File: config.mk
export PLATFORM = sky130hd
export DESIGN_NAME = imem_port_arbiter
export DESIGN_NICKNAME = d
export VERILOG_FILES = /design/src/rtl/imem_port_arbiter.sv
export SDC_FILE = /design/constraint.sdc
export NUM_CORES = 1
export LEC_CHECK = 0
export CORE_UTILIZATION = 37
export CTS_CLUSTER_DIAMETER = 100
export DETAILED_ROUTE_END_ITERATION = 16
export GPL_TIMING_DRIVEN = 1
export HOLD_SLACK_MARGIN = 0.02
export PLACE_DENSITY = 0.8
export SYNTH_ARGS = -nofsm -noshare
export SYNTH_HDL_FRONTEND = slang
export SYNTH_SLANG_ARGS = --single-unit
File: constraint.sdc
create_clock -name clk -period 5.8 [get_ports clk]
set_clock_uncertainty 0.2 [all_clocks]
set_input_delay 1.16 -clock clk [delete_from_list [all_inputs] [get_ports clk]]
set_output_delay 1.16 -clock clk [all_outputs]
set_load 0.05 [all_outputs]
File: src/rtl/imem_port_arbiter.sv
// Arbitrates the single combinational imem read port between fetch (F, fixed priority) and
// debug/scrubber (D, starvation-guarded). Optional misalignment flags: IMEM_ARB_ALIGN_CHK_EN.
module imem_port_arbiter #(
  parameter int unsigned MAX_WAIT = 4
) (
  input  logic        clk,
  input  logic        rst,
  input  logic        f_req,
  input  logic [31:0] f_addr,
  output logic        f_gnt,
  output logic        f_rvalid,
  output logic [31:0] f_rdata,
  input  logic        d_req,
  input  logic [31:0] d_addr,
  output logic        d_gnt,
  output logic        d_rvalid,
  output logic [31:0] d_rdata,
  output logic        d_forced,
  output logic [31:0] mem_addr,
  input  logic [31:0] mem_instr
`ifdef IMEM_ARB_ALIGN_CHK_EN
  ,
  output logic        f_err,
  output logic        d_err
`endif
);

  // Handshake: a requester holds req and addr stable-or-changing until it sees gnt in the same
  // cycle; the address presented in the grant cycle is the one read, and the matching rvalid
  // pulses exactly one cycle later. Dropping req before gnt abandons the request.

  localparam logic [7:0] max_wait_c = 8'(MAX_WAIT);

  logic [7:0] wait_cnt;
  logic       force_d;

  assign force_d = d_req && (wait_cnt >= max_wait_c);

  // Reset gates the grants so no read is launched while the capture registers are held.
  always_comb begin
    d_gnt    = 1'b0;
    f_gnt    = 1'b0;
    d_forced = 1'b0;
    mem_addr = 32'h0;
    if (!rst) begin
      d_gnt    = d_req && (!f_req || force_d);
      f_gnt    = f_req && !d_gnt;
      d_forced = d_gnt && f_req && force_d;
    end
    if (f_gnt)
      mem_addr = f_addr;
    else if (d_gnt)
      mem_addr = d_addr;
  end

  // Starvation counter: counts consecutive denied D cycles, saturating at 255.
  always_ff @(posedge clk or posedge rst) begin
    if (rst) begin
      wait_cnt <= 8'd0;
    end else if (!d_req || d_gnt) begin
      wait_cnt <= 8'd0;
    end else if (wait_cnt != 8'hff) begin
      wait_cnt <= wait_cnt + 8'd1;
    end
  end

  always_ff @(posedge clk or posedge rst) begin
    if (rst) begin
      f_rvalid <= 1'b0;
      d_rvalid <= 1'b0;
      f_rdata  <= 32'h0;
      d_rdata  <= 32'h0;
    end else begin
      f_rvalid <= f_gnt;
      d_rvalid <= d_gnt;
      if (f_gnt)
        f_rdata <= mem_instr;
      if (d_gnt)
        d_rdata <= mem_instr;
    end
  end

`ifdef IMEM_ARB_ALIGN_CHK_EN
  // Sticky until the next rvalid of that requester carries an aligned address.
  always_ff @(posedge clk or posedge rst) begin
    if (rst) begin
      f_err <= 1'b0;
      d_err <= 1'b0;
    end else begin
      if (f_gnt)
        f_err <= |f_addr[1:0];
      if (d_gnt)
        d_err <= |d_addr[1:0];
    end
  end
`endif

  a_one_grant: assert property (@(posedge clk) disable iff (rst) !(f_gnt && d_gnt));

endmodule

**Run 1: selected gate families**

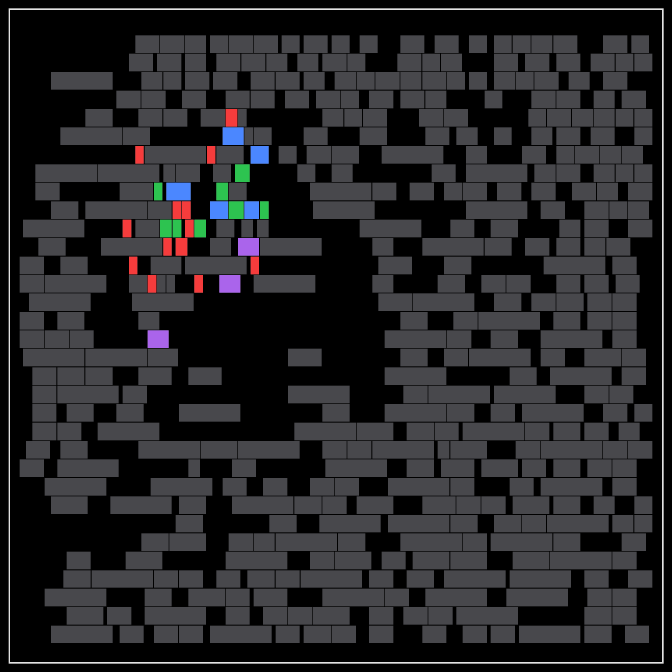
legend:
  green:
    family: NAND gates
    cells: 8
  blue:
    family: AND and OR gates
    cells: 5
  red:
    family: NOR gates
    cells: 13
  purple:
    family: XOR/XNOR gates
    cells: 3

**Run 1: placement by cell class**

Bar = 20 µm.
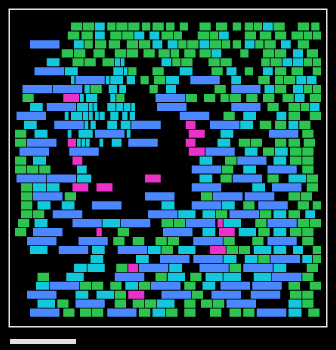
legend:
  cyan:
    class: combinational and other logic
    cells: 140
  blue:
    class: flops
    cells: 74
  magenta:
    class: clock drivers and dummy loads
    cells: 16
  green:
    class: other buffers and delay cells
    cells: 205

**Run 1: clock network drawn from the DEF**

Bar = 20 µm.
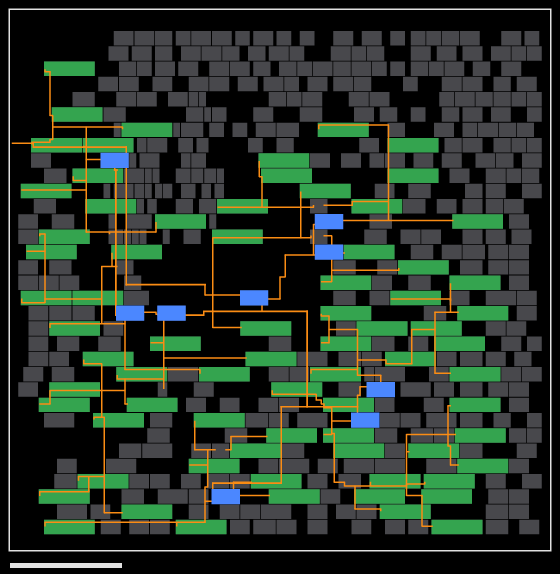
legend:
  blue:
    item: clock drivers
    count: 9
  green:
    item: flip-flops
    count: 74
  orange:
    item: clock wires
    length: 959 µm
routed clock nets: 10

**Run 1: routing congestion map**

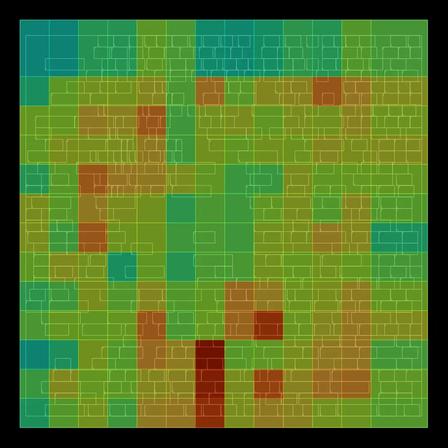
gr busiest metal: met2
met1 Use GR: 24.7%
final core occ: 65.0%
WL/cell: 17.4 µm

-- run 1: stage by stage --
| stage | setup WS (ns) | area (µm²) | total power, µW |
|---|---|---|---|
| after global placement | 1.35 | 5270 | 1410 |
| after floorplan | 0.250 | 3280 | 1120 |
| after detailed placement | 1.33 | 5270 | 1420 |
| after global routing | 1.27 | 5450 | 1840 |
| final | 1.33 | 5450 | 1760 |
| after CTS | 1.33 | 5450 | 1790 |
-- run 1: state kept, by name (all words and copies together) (netlist names) --
name      cells
d_rdata      32
f_rvalid      1
d_rvalid      1
f_rdata      32
wait_cnt      8
-- run 1: worst reg2reg max path, cell delays in order (launching register included) --
cell	delay, ns
dfrtp_1	0.44
or4_1	0.56
o31ai_1	0.29
and3_2	0.25
buf_4	0.36
mux2_2	0.41
-- run 1: routing by layer --
layer	share of wire (%)	vias to the layer above	track usage, %	wire length (µm)
li1	-	1244	-	-
met1	38	1360	24.7	3590
met2	53	94	34.0	4980
met3	7.8	8	4.74	729
met4	0.85	0	5.60	80
met5	0	-	0	0
-- run 1: cells by family (layout without fill, tap and decap cells) --
logic type | count (synthesis) | after routing | share of synthesized area, %
fa+ha+maj | 2 | 2 | 0.763
mux | 66 | 66 | 24.5
simple gates | 26 | 26 | 3.93
flops | 74 | 74 | 56.5
compound gates | 39 | 39 | 10.1
xor+xnor | 3 | 3 | 0.801
buf+inv | 19 | 225 | 3.43
-- run 1: power breakdown --
part	internal, µW	leakage [µW]	switching, µW	total, µW
Clock	158	0.0000900	205	363
Sequential	597	0.000890	43.5	641
Combinational	301	0.00134	458	759
-- run 1: layout make-up --
type | instances | share of cell area (%)
well taps | 105 | 2.41
clock inverters | 7 | 0.964
repair buffers | 205 | 36.0
clock buffers | 9 | 2.27
inverters | 4 | 0.275
multi-input cells | 136 | 24.2
flip-flops and latches | 74 | 34.0
==> impl_metrics.toml, run 1 <==
# implementation run metrics
[critical_path]
crit_end = "d_gnt"
worstPathCellList = "clkdlybuf4s50_1 > inv_1 > o41a_1 > and2_4 > clkdlybuf4s50_1"
crit_required_ns = 4.44
path_common_cell = "clkdlybuf4s50_1"

[layout]
final_nets = 532
area_delta_synth_final_pct = 66.2
antenna_cells = 0
nFillCells = 662

[status]
status = "finished, final reports clean"

[run]
max-cap-violations = 0

[power]
power_density_mw_per_mm2 = 324

[clocking]
clockBufferDepth = 2
numCtsBuffers = 9

[final_timing]
tns_ns = 0
relSlewSlack_pct = 37.7
fin_crit_ns = 4.47
hold_viol_final = 0
holdWs_ns = 0.308

[place]
place_congestion = 0.779

[synthesis]
syn_area_mm2 = 0.00328

[detailed_routing]
postRouteAntennaNets = 0

[global_route]
track_usage_pct = 19.8
**Run 1: sequential cells coloured by netlist name**

Bar = 20 µm.
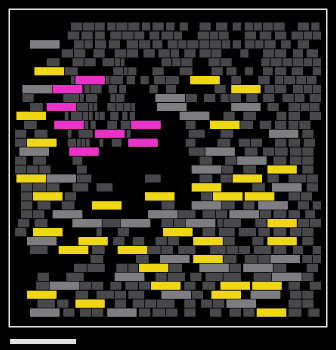

==> run 2: changes to the inputs <==
--- a/config.mk
+++ b/config.mk
@@ -5,12 +5,12 @@
 export SDC_FILE = /design/constraint.sdc
 export NUM_CORES = 1
 export LEC_CHECK = 0
-export CORE_UTILIZATION = 37
+export CORE_UTILIZATION = 34
 export CTS_CLUSTER_DIAMETER = 100
 export DETAILED_ROUTE_END_ITERATION = 16
 export GPL_TIMING_DRIVEN = 1
 export HOLD_SLACK_MARGIN = 0.02
-export PLACE_DENSITY = 0.8
+export PLACE_DENSITY = 0.78
 export SYNTH_ARGS = -nofsm -noshare
 export SYNTH_HDL_FRONTEND = slang
 export SYNTH_SLANG_ARGS = --single-unit
==> constraint.sdc (replaced) <==
create_clock -name clk -period 3.8 [get_ports clk]
set_clock_uncertainty 0.2 [all_clocks]
set_input_delay 0.76 -clock clk [delete_from_list [all_inputs] [get_ports clk]]
set_output_delay 0.76 -clock clk [all_outputs]
set_load 0.05 [all_outputs]
**Run 2: sequential cells coloured by netlist name**

Bar = 20 µm.
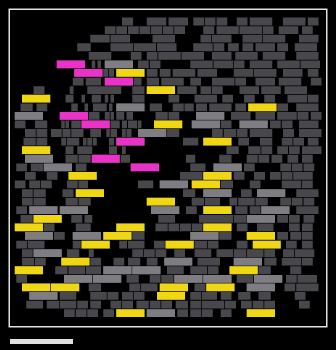
legend:
  magenta:
    name_in_the_netlist: wait_cnt
    sequential_cells: 8
  yellow:
    name_in_the_netlist: f_rdata
    sequential_cells: 32

==> run 2 against run 1 <==
Die area increased by 8.6%. Final cell count rose by 4.6%. First-iteration DRC count grew 34%. Critical path depth rose by 1. Area after synthesis did not move. Non-clock buffer count rose by 1. Cell area increased by 15%. Synthesized cell count stayed put. Core utilization rose by 2.3 points. Count of clock-buffer cells in the layout unchanged.
==> impl_metrics.toml, run 2 <==
# implementation run metrics
[status]
status = "finished, final reports clean"

[layout]
final_nets = 533
nFillCells = 690
drive_gt1_share_pct = 35.8
final_common_cell = "clkdlybuf4s50_1"
design_area_mm2 = 0.00625
antenna_cells = 0
area_delta_synth_final_pct = 90.7
reg.largest.list = "d_rdata x32, f_rdata x32, wait_cnt x8"

[detailed_routing]
drt_wl_total_um = 10900
num_vias = 2755
postRouteAntennaNets = 0

[clocking]
numCtsBuffers = 9
clockBufferDepth = 2

[final_timing]
tns_ns = 0
holdWs_ns = 0.307
slew_violations = 0
relSlewSlack_pct = 40.2
fin_crit_ns = 3.71
hold_viol_final = 0
finalWorstSetupSlack_ns = 0.0922

[synthesis]
syn_area_mm2 = 0.00328
ys.flop_type = "dfrtp_1"
yosys_warnings = 0

[critical_path]
critPathKind = "flop to output pin"
crit_required_ns = 2.84
crit_path_top_delay_cell = "or4_1"

[global_route]
antenna_found_initial = 0
grt_pass1_wl_um = 16300

[floorplanning]
core_area_mm2 = 0.00928

[power]
power_density_mw_per_mm2 = 470

[min_path]
min_from = "f_rdata[28]"

[run]
max-cap-violations = 0

[place]
dp_slack_ns = 0.183
place_congestion = 0.797
placed_cell_area_mm2 = 0.00603
**Run 2: routing congestion map**

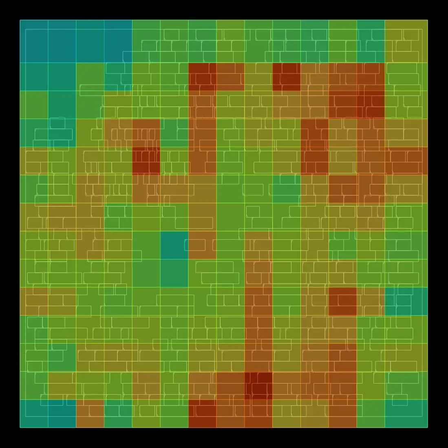
WL/cell: 19.3 µm
met2 global-route usage: 39.8%
final core occ: 67.4%
met3 usage: 5.64%
GRT Util Overall: 21.9%

==> run 2: worst max path at each step <==
stage               cells past startpoint      endpoint
finish                                  6  mem_addr[18]
CTS                                     6  mem_addr[18]
global placement                        6  mem_addr[31]
detailed placement                      6  mem_addr[31]
global route                            6  mem_addr[25]
floorplan                               5  mem_addr[22]
==> run 2: final cells by class <==
type / count / area share, %
clock inverter: 7 / 1.58
tap: 129 / 2.58
timing repair buffer: 206 / 38.4
clock buffer: 9 / 1.98
inverter: 4 / 0.300
multi-input combinational: 136 / 25.6
sequential: 74 / 29.6
==> run 2: report_power, final <==
| part | switching [µW] | leakage, µW | total (µW) | internal [µW] |
|---|---|---|---|---|
| sequential | 67.3 | 0.000890 | 979 | 912 |
| clock | 311 | 0.000111 | 686 | 375 |
| combinational | 735 | 0.00164 | 1280 | 541 |
==> run 2: cell families (layout without fill, tap and decap cells) <==
logic type	count (synthesis)	count (layout)	synth area share (%)
buf+inv	19	226	3.43
flops	74	74	56.5
mux	66	66	24.5
simple gates	26	26	3.93
compound gates	39	39	10.1
xor+xnor	3	3	0.801
fa+ha+maj	2	2	0.763
==> run 2: per-stage QoR <==
step	power [µW]	utilization [%]
after floorplan	1750	-
after global placement	2260	65.0
after detailed placement	2280	65.0
after CTS	2960	67.4
after global routing	3040	67.4
final	2940	67.4
==> run 2: layer usage <==
| metal | GRT usage (%) | routed length (µm) | vias to the layer above |
|---|---|---|---|
| li1 | - | - | 1244 |
| met1 | 24.0 | 4140 | 1373 |
| met4 | 9.48 | 245 | 0 |
| met3 | 5.64 | 814 | 17 |
| met2 | 39.8 | 5680 | 121 |
| met5 | 0 | 0 | - |
Power and IR drop assume default switching activity.
